run_1/wires.png
Scale: 3 px per um. Only two layers are drawn.
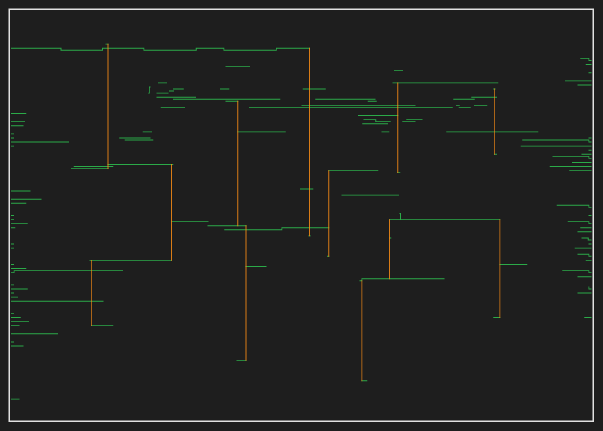
run_1/detail.png
Window x 136 to 156, y 93 to 113 um. Cells in grey, sequential cells in the stronger grey; small squares are vias.
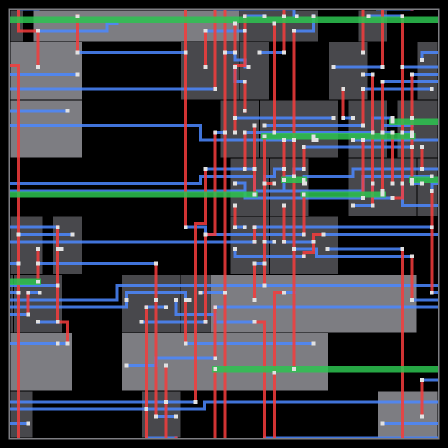
run_1/clocks.png
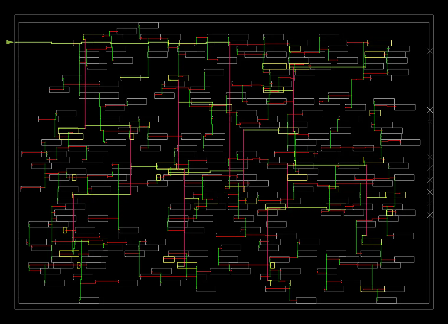
run_1/layer_met2.png
Scale: 2 px per um.
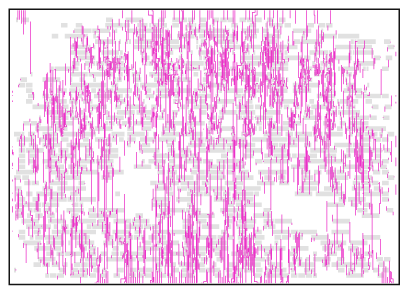
Design jpu_fetch, sky130hd; sources not shown.
==> results.py <==
# Auto-generated metrics
metrics = {
    "route": {
        "wl_met1_mm": 13.1,
        "routed_via_density": 5.39,
        "iter_0_drt_violations": 482,
        "antenna_left": 0,
        "post-route-drc-count": 9,
        "highest-signal-layer": "met4",
        "wl_met2_mm": 12.2,
        "firstDrtPassIters": 7,
        "detailroute.wirelength.met3_mm": 1.13,
    },
    "finish": {
        "logic_gates": 641,
        "stdcell_count": 1462,
        "most-common-layout-cells": "sky130_fd_sc_hd__dfrtp_1, sky130_fd_sc_hd__clkdlybuf4s50_1, sky130_fd_sc_hd__nand2_1, sky130_fd_sc_hd__mux2_2",
        "combined_area_of_the_multi_input_logic_cells_sq_um": 5150,
        "multi_input_gate_share_of_total_cell_area_pct": 36.1,
        "final_core_utilization_pct": 57.4,
        "num-fill-cells": 2110,
        "layout.area.top_class": "registers",
        "antenna_cells_inserted": 0,
        "final_layout_top_logic_cell": "sky130_fd_sc_hd__dfrtp_1",
        "seq_share_pct": 40.9,
        "ff_latch_area_sq_um": 5840,
        "buffers_excl_clock": 192,
        "final.signal_inverter_count": 28,
        "final_layout_size_suffix_gt1_share_pct": 22.0,
        "clock_cell_area_share_pct": 6.11,
        "finish.instance_area_sq_um": 14300,
        "largest_register_ff_count": 130,
        "area_growth_pct": 23.9,
        "layout.nets": 1199,
        "layout.nonclk_buf_share_pct": 13.2,
    },
    "power_and_ir_drop": {
        "static_power_due_to_leakage_nw": 6.38,
        "netSwitchingPower_w": 0.00157,
        "pwr_density_cell_nw_per_um2": 300,
        "p_seq_share_pct": 34.7,
        "intPower_w": 0.00271,
        "power.ir.vdd_worst_uv": 164,
        "switching_share_pct": 36.6,
        "power.clock.fraction_pct": 23.4,
        "power.share.combinational_pct": 42.0,
    },
    "worst_setup_path": {
        "cpMaxStageDelayCell": "sky130_fd_sc_hd__nor2_4",
        "timing.critical_path.slowest_cell_delay_ns": 0.80,
        "r2r_slack_ns": 6.12,
        "timing_worst_setup_path_type": "in2reg",
        "crit_family": "simple AND/OR/NAND/NOR gates",
        "start_kind": "input pin",
        "cp_data_arrival_time_ns": 4.81,
        "crit_path_end_kind": "flip-flop",
        "path_buffers": 3,
        "path_common_cell": "sky130_fd_sc_hd__ha_1",
        "critical_path_peak_fanout": 42,
        "cp_num_cells": 11,
        "timing.critical_path.cells": "buf_2 -> inv_2 -> and3_1 -> ha_1 -> inv_1 -> ha_1 -> a21oi_2 -> xor3_2 -> nor2_4 -> a21oi_1 -> o211ai_1",
        "worst-r2r-cell-count": 10,
        "wp_data_required_ns": 10.22,
    },
    "timing": {
        "totalNegativeSetupSlack_ns": 0,
        "report.final.setup_viol": 0,
        "slew_viol_final": 0,
        "timing.slew.headroom_pct": 32.7,
        "period_minus_slack_ns": 4.39,
        "final-hold-violation-count": 0,
        "max_slew.worst_pin.slew_ns": 1.01,
        "grt_setup_unrepaired": "no",
        "period_used_pct": 44.8,
        "fmax_ghz": 0.228,
    },
    "floorplan": {
        "chipHeight_um": 137,
        "tap_cells": 325,
        "standard_cell_core_area_sq_um": 24900,
        "row_count": 48,
        "dieArea_sq_um": 26600,
        "floorplan.die.width_um": 194,
        "floorplan.core_util_pct": 46.3,
        "number_of_placed_i_o_pins": 186,
    },
    "job": {
        "timing.max_cap.violations": 0,
        "log.warning_count": 28,
    },
    "global_route": {
        "top_usage_layer": "met2",
        "globalRouteOverflowTotal": 0,
        "grt_pass1_wl_mm": 43.9,
        "grt_pass1_vias": 7978,
        "grt_util_met3_pct": 3.25,
        "initial_antenna_violation_count": 0,
        "grt_use_met1_pct": 30.3,
        "grt_start_max_net_pins": 73,
    },
    "run_status": {
        "failing_checks": "DRC",
        "outcome": "finished with violations",
    },
    "synth": {
        "post-synth-top-count-cell": "sky130_fd_sc_hd__dfrtp_1",
        "synth_sequential_area_ratio_pct": 50.7,
        "ys_sh_simple_pct": 12.1,
        "synthFlopType": "sky130_fd_sc_hd__dfrtp_1",
        "synth-cells-yosys": 964,
        "syn-cell-area_sq_um": 11500,
        "count_of_cell_types_in_the_netlist": 61,
        "synth_xor_xnor_area_share_pct": 3.57,
        "ys_area_sq_um": 11500,
        "syn_avg_cell_area_sq_um": 11.9,
        "synth_adder_area_share_pct": 1.09,
        "netlist_top_cells_count": "sky130_fd_sc_hd__dfrtp_1, sky130_fd_sc_hd__nand2_1, sky130_fd_sc_hd__mux2_2",
        "ys_top_logic_family": "multiplexers",
        "synth.largest_area_cell": "sky130_fd_sc_hd__dfrtp_1",
        "post_synth_regs": 232,
        "ys_warn_count": 6,
        "synthCells": 964,
        "ys_sh_mux_pct": 21.5,
        "edf_count": 0,
        "yosysTopAreaCellShare_pct": 44.5,
        "synthTopCellsByArea": "sky130_fd_sc_hd__dfrtp_1, sky130_fd_sc_hd__mux2_2, sky130_fd_sc_hd__mux2_4, sky130_fd_sc_hd__dfstp_2, sky130_fd_sc_hd__mux2_1",
        "async_reset_ff_share_pct": 100,
        "and_or_or_and_share_of_the_synthesized_area_pct": 6.12,
    },
    "place": {
        "dpl-instance-area_sq_um": 13400,
        "place_hpwl_mm": 18.0,
        "post-place-cells": 1418,
        "numPortBuffers": 181,
        "gpl.final_weighted_congestion": 0.846,
    },
    "min_path": {
        "timing.hold.worst_path_depth": 2,
        "holdCritPathClass": "reg2reg",
    },
    "clock_network": {
        "cts-root-buf": "sky130_fd_sc_hd__clkbuf_16",
        "worstSkewPairLatency_ns": 0.52,
        "clkSlewWorstSetupHoldPaths_ns": 0.07,
        "number_of_h_tree_levels": 1,
        "clk_path_buf_depth": 3,
        "cts_num_sinks": 232,
        "tritoncts_clock_tree": "yes",
    },
}
Back to the opening pictures, wires.png:
metal 3 -> green  # wire length 1,130 um
metal 4 -> orange  # wire length 410 um
routed wire length per instance: 18.4 um
Total Routing Usage GR: 20.6%
number of vias in the routed layout: 7,876

Back to the opening pictures, detail.png:
metal 3 -> green
metal 1 -> blue
metal 2 -> red
most frequent = inv_1 (4), a21oi_1 (3), dfstp_2 (3)
sequential cells in the window = 3
cells with their middle in the window = 24

Back to the opening pictures, clocks.png:
seq_cells: 232
Inserted Clock Buffers: 24
Clock Skews: 0.0124 ns
power of the clock network: 0.000999 W
CLK BUF: 34

Back to the opening pictures, layer_met2.png:
nets with wire on the layer = 1,080
share of all routed wire = 45%
longest straight run = 62.7 um
main direction = vertical
global routing met2 resource utilization: 32.3%
WL final: 26.9 mm

==> run 1: stage by stage <==
step,hold WS (ns),total power (W),setup slack [ns]
after detailed placement,0.462,0.00330,4.92
after global routing,0.485,0.00450,5.15
after floorplan,0.452,0.00267,4.75
after global placement,0.453,0.00326,4.98
after CTS,0.475,0.00432,5.44
final,0.467,0.00428,5.41
==> run 1: power groups by stage <==
stage | Clock [W] | Sequential [W] | Combinational, W
2_1_floorplan | 0 | 0.00155 | 0.00113
3_3_place_gp | 0 | 0.00149 | 0.00178
3_5_place_dp | 0 | 0.00150 | 0.00180
4_1_cts | 0.00102 | 0.00148 | 0.00181
5_1_grt | 0.00106 | 0.00153 | 0.00191
6_report | 0.000999 | 0.00148 | 0.00180
Power is estimated from default activity; no workload was simulated.
